### config.mk
export PLATFORM = sky130hd
export DESIGN_NAME = bus_dev_fifo_flat
export DESIGN_NICKNAME = d
export VERILOG_FILES = /design/src/rtl/bus_dev_fifo_if.sv /design/src/rtl/bus_dev_fifo.sv /design/src/flat_wrapper.sv
export SDC_FILE = /design/constraint.sdc
export NUM_CORES = 1
export LEC_CHECK = 0
export CORE_UTILIZATION = 58
export CTS_BUF_LIST = sky130_fd_sc_hd__clkbuf_8 sky130_fd_sc_hd__clkbuf_16
export DETAILED_ROUTE_END_ITERATION = 7
export PLACE_DENSITY = 0.8
export SLEW_MARGIN = 20
export SYNTH_ARGS = -nofsm -noshare
export SYNTH_HDL_FRONTEND = slang
export SYNTH_SLANG_ARGS = --single-unit
### constraint.sdc
create_clock -name clk -period 4.24 [get_ports clk]
set_input_delay 0.636 -clock clk [delete_from_list [all_inputs] [get_ports clk]]
set_output_delay 0.636 -clock clk [all_outputs]
set_load 0.005 [all_outputs]
### src/rtl/bus_dev_fifo_if.sv
// bus_dev_fifo_if: arbiter-side handshake between a device FIFO stage and bs_gnrtr_n_rbtr.
interface bus_dev_fifo_if #(parameter int pckg_sz = 16);
  logic               pndng;
  logic [pckg_sz-1:0] D_pop;
  logic               pop;
  logic               push;
  logic [pckg_sz-1:0] D_push;
  modport master (output pndng, D_pop, input pop, push, D_push);
  modport slave (input pndng, D_pop, output pop, push, D_push);
endinterface

### src/rtl/bus_dev_fifo.sv
// bus_dev_fifo: per-device TX/RX show-ahead queues toward the bus arbiter; define BUS_DEV_ID_FILTER_EN to accept only pushes addressed to id or broadcast.
module bus_dev_fifo_queue #(
  parameter int w     = 16,
  parameter int depth = 8,
  parameter int aw    = (depth > 1) ? $clog2(depth) : 1,
  parameter int cw    = $clog2(depth + 1)
) (
  input  logic          clk,
  input  logic          reset,
  input  logic          wr,
  input  logic [w-1:0]  din,
  input  logic          rd,
  output logic [w-1:0]  head,
  output logic [cw-1:0] count,
  output logic          ovf
);
  logic [w-1:0]  mem [depth];
  logic [aw-1:0] wp, rp;
  logic          empty, is_full, do_rd, do_wr;
  assign empty   = count == '0;
  assign is_full = count == cw'(depth);
  assign do_rd   = rd && !empty;
  // a read in the same cycle frees the slot, so a write at full still lands
  assign do_wr   = wr && (!is_full || do_rd);
  assign head    = empty ? '0 : mem[rp];
  always_ff @(posedge clk or negedge reset)
    if (!reset) begin
      wp    <= '0;
      rp    <= '0;
      count <= '0;
      ovf   <= 1'b0;
    end else begin
      if (do_wr) wp <= (wp == aw'(depth - 1)) ? '0 : wp + 1'b1;
      if (do_rd) rp <= (rp == aw'(depth - 1)) ? '0 : rp + 1'b1;
      count <= count + cw'(do_wr) - cw'(do_rd);
      if (wr && !do_wr) ovf <= 1'b1;
    end
  always_ff @(posedge clk)
    if (do_wr) mem[wp] <= din;
endmodule

module bus_dev_fifo #(
  parameter int         pckg_sz   = 16,
  parameter int         depth     = 8,
  parameter logic [7:0] id        = 8'd0,
  parameter logic [7:0] broadcast = 8'b0000_1111
) (
  input  logic                       clk,
  input  logic                       reset,
  bus_dev_fifo_if.master             bus,
  input  logic                       wr_en,
  input  logic [pckg_sz-1:0]         wr_data,
  output logic                       full,
  output logic                       tx_overflow,
  input  logic                       rd_en,
  output logic [pckg_sz-1:0]         rd_data,
  output logic                       rx_valid,
  output logic [$clog2(depth+1)-1:0] rx_count,
  output logic                       rx_overflow
);
  localparam int cw = $clog2(depth + 1);
  if (pckg_sz < 9 || depth < 2) begin : g_bad_cfg
    $error("bus_dev_fifo: pckg_sz must be >= 9 and depth >= 2");
  end
  logic [cw-1:0] tx_count;
  logic          accept;
`ifdef BUS_DEV_ID_FILTER_EN
  assign accept = (bus.D_push[pckg_sz-1 -: 8] == id) || (bus.D_push[pckg_sz-1 -: 8] == broadcast);
`else
  logic [15:0] unused_ids;
  assign unused_ids = {id, broadcast};
  assign accept     = 1'b1;
`endif
  bus_dev_fifo_queue #(.w(pckg_sz), .depth(depth)) tx_q (
    .clk(clk), .reset(reset), .wr(wr_en), .din(wr_data), .rd(bus.pop),
    .head(bus.D_pop), .count(tx_count), .ovf(tx_overflow)
  );
  assign bus.pndng = tx_count != '0;
  assign full      = tx_count == cw'(depth);
  // rejected pushes never reach the queue, so they cannot raise rx_overflow
  bus_dev_fifo_queue #(.w(pckg_sz), .depth(depth)) rx_q (
    .clk(clk), .reset(reset), .wr(bus.push && accept), .din(bus.D_push), .rd(rd_en),
    .head(rd_data), .count(rx_count), .ovf(rx_overflow)
  );
  assign rx_valid = rx_count != '0;
endmodule

### src/flat_wrapper.sv
// flat-port wrapper written by rule: the top's interface ports become plain ports
module bus_dev_fifo_flat 
#(
  parameter int         pckg_sz   = 16,
  parameter int         depth     = 8,
  parameter logic [7:0] id        = 8'd0,
  parameter logic [7:0] broadcast = 8'b0000_1111
)
  (clk, reset, wr_en, wr_data, full, tx_overflow, rd_en, rd_data, rx_valid, rx_count, rx_overflow, bus_pndng, bus_D_pop, bus_pop, bus_push, bus_D_push);
  bus_dev_fifo_if #(.pckg_sz(pckg_sz)) bus_i ();
  input  logic clk;
  input  logic reset;
  input  logic wr_en;
  input  logic [pckg_sz-1:0] wr_data;
  output logic full;
  output logic tx_overflow;
  input  logic rd_en;
  output logic [pckg_sz-1:0] rd_data;
  output logic rx_valid;
  output logic [$clog2(depth+1)-1:0] rx_count;
  output logic rx_overflow;
  output wire logic [$bits(bus_i.pndng)-1:0] bus_pndng;
  output wire logic [$bits(bus_i.D_pop)-1:0] bus_D_pop;
  input wire logic [$bits(bus_i.pop)-1:0] bus_pop;
  input wire logic [$bits(bus_i.push)-1:0] bus_push;
  input wire logic [$bits(bus_i.D_push)-1:0] bus_D_push;
  assign bus_pndng = bus_i.pndng;
  assign bus_D_pop = bus_i.D_pop;
  assign bus_i.pop = bus_pop;
  assign bus_i.push = bus_push;
  assign bus_i.D_push = bus_D_push;
  bus_dev_fifo #(.pckg_sz(pckg_sz), .depth(depth), .id(id), .broadcast(broadcast)) u_core (.clk(clk), .reset(reset), .bus(bus_i), .wr_en(wr_en), .wr_data(wr_data), .full(full), .tx_overflow(tx_overflow), .rd_en(rd_en), .rd_data(rd_data), .rx_valid(rx_valid), .rx_count(rx_count), .rx_overflow(rx_overflow));
endmodule
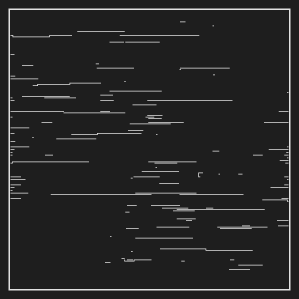
*Metal 3*
Drawn at 2 px/um.
wire length on this layer	1220 um
share of all routed wire	5.7%
longest straight run	50.1 um
Post-Route WL: 21190 um
met3 usage: 0.03854
vias: 5312

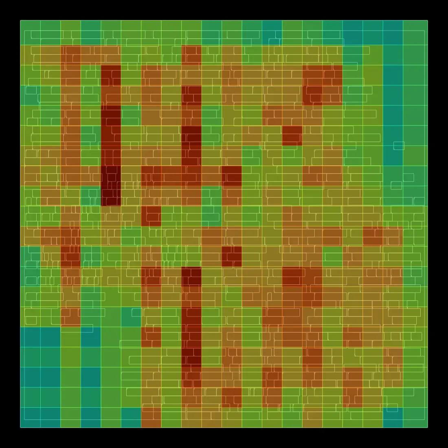
*Routing congestion*
routed wire length per instance: 24.73 um
Util after Layout: 0.7059

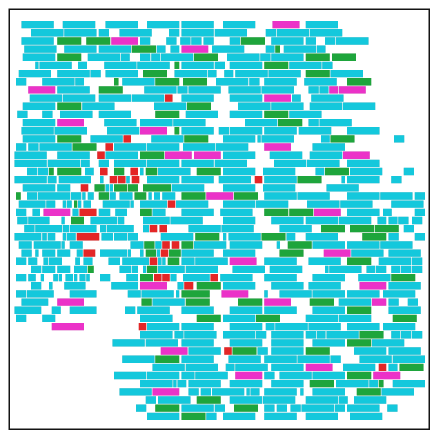
*Drive-strength map*
Drawn at 3 px/um.
color	size	cells
cyan	x1 and smaller	478
red	x3 and x4	28
magenta	x6 and larger	30
green	x2	92
finished layout cell area: 0.01290 mm2
Final WS setup: 716.4 ps
nonclk buf count: 102
Area Overhead vs Synth: 17.57%

==> results.yml <==
# generated from flow reports
critical_path:
  crit_path_cell_trace: "buf_4 -> mux4_2 -> a22o_1 -> clkdlybuf4s50_1"
  ff2ff_path_depth: 8
  cp_slowest_cell: "dfrtp_2"
  rr_endpoint: "u_core.rx_q.count[2]$_DFF_PN0_"
  rrSetupSlack_ps: 1840
power_and_ir_drop:
  leakagePower_nw: 4.383
final_timing:
  tns_ps: 0
  tightestPinTransition_ps: 687.3
  setup_violations: 0
  min_period_ps: 3524
  rsz0062_at_grt: "no"
clock_tree:
  cts_setup_buffers: 0
  cts_hold_buf: 0
hold_path:
  hp-class: "in2async"
place:
  dp.cells: 809
  dp_hpwl_um: 12460
  io_buffers: 78
floorplan:
  io_pins: 79
  initCoreUtil: 0.6004
synth:
  async_flop_share: 0.07914
  syn_nets: 559
  synth_seq_share: 0.7510
  synth_cells: 501
  synth_top_area_share: 0.7008
drt:
  drtIter0Drc: 439
  drc: 0
finish:
  diodes: 0
  drive_above_1_share: 0.2389
status:
  status: "completed"
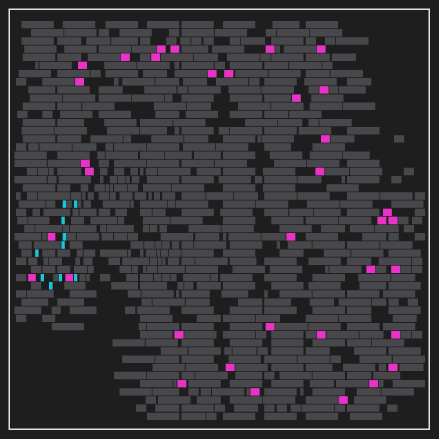
*Logic cells by family*
Drawn at 3 px/um.
color	family	cells	where
cyan	inv cells	10	left middle
magenta	non-inverting ao/oa cells	35	all over the die
most frequent logic cell in the layout: edfxtp_1
final cell count without fillers: 857
Comb/total area: 0.1995

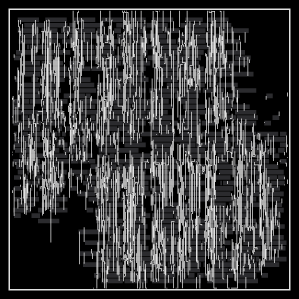
*Metal 2*
Drawn at 2 px/um.
main direction	vertical
share of all routed wire	51%
longest straight run	49.0 um
nets with wire on the layer	629
wire length on this layer	10800 um
met2 GRT Util: 0.3774

[report_power, final]
| group | internal [mW] | switching (mW) |
|---|---|---|
| sequential | 3.50 | 0.292 |
| combinational | 1.70 | 1.40 |
| clock | 1.23 | 0.939 |
[cell families (layout without fill, tap and decap cells)]
logic type,Yosys count,in the layout,synth area share
flops,278,278,0.7510
mux,77,77,0.1446
simple gates,45,45,0.02270
compound gates,44,44,0.03502
buf+inv,33,160,0.01928
fa+ha+maj,20,20,0.02418
xor+xnor,4,4,0.003193
[sequential cells by signal (all words and copies together) (netlist names)]
signal	cells
u_core.rx_q.rp	3
u_core.rx_q.count	4
u_core.rx_q.wp	3
u_core.tx_q.count	4
u_core.rx_q.ovf	1
u_core.tx_q.wp	3
u_core.tx_q.ovf	1
u_core.tx_q.rp	3
u_core.rx_q.mem	128
u_core.tx_q.mem	128
[cells in the mapped netlist, types with 4 or more instances]
cell type  instances
buf_2             10
inv_1              9
a22o_1            32
mux2_1             6
ha_1              18
buf_6              9
dfrtp_1           22
xor2_1             4
nor3_1             9
edfxtp_1         256
nor2b_1            7
nor2_1            11
nand2_1            4
nand2b_1           4
mux2_2             6
mux4_2            64
[layout make-up]
class | count | area (um2) | area share
Sequential cell | 278 | 8240 | 0.6390
Multi-Input combinational cell | 190 | 2572 | 0.1995
Timing Repair Buffer | 102 | 955.9 | 0.07412
Clock buffer | 28 | 689.4 | 0.05346
Tap cell | 229 | 286.5 | 0.02222
Clock inverter | 20 | 113.9 | 0.008829
Inverter | 10 | 37.54 | 0.002911
[routing by layer]
layer	track usage	share of wire	wire, um
met1	0.3161	0.42	8914
met2	0.3774	0.51	10770
met3	0.03854	0.057	1215
met4	0.05088	0.014	295
met5	0	0	0
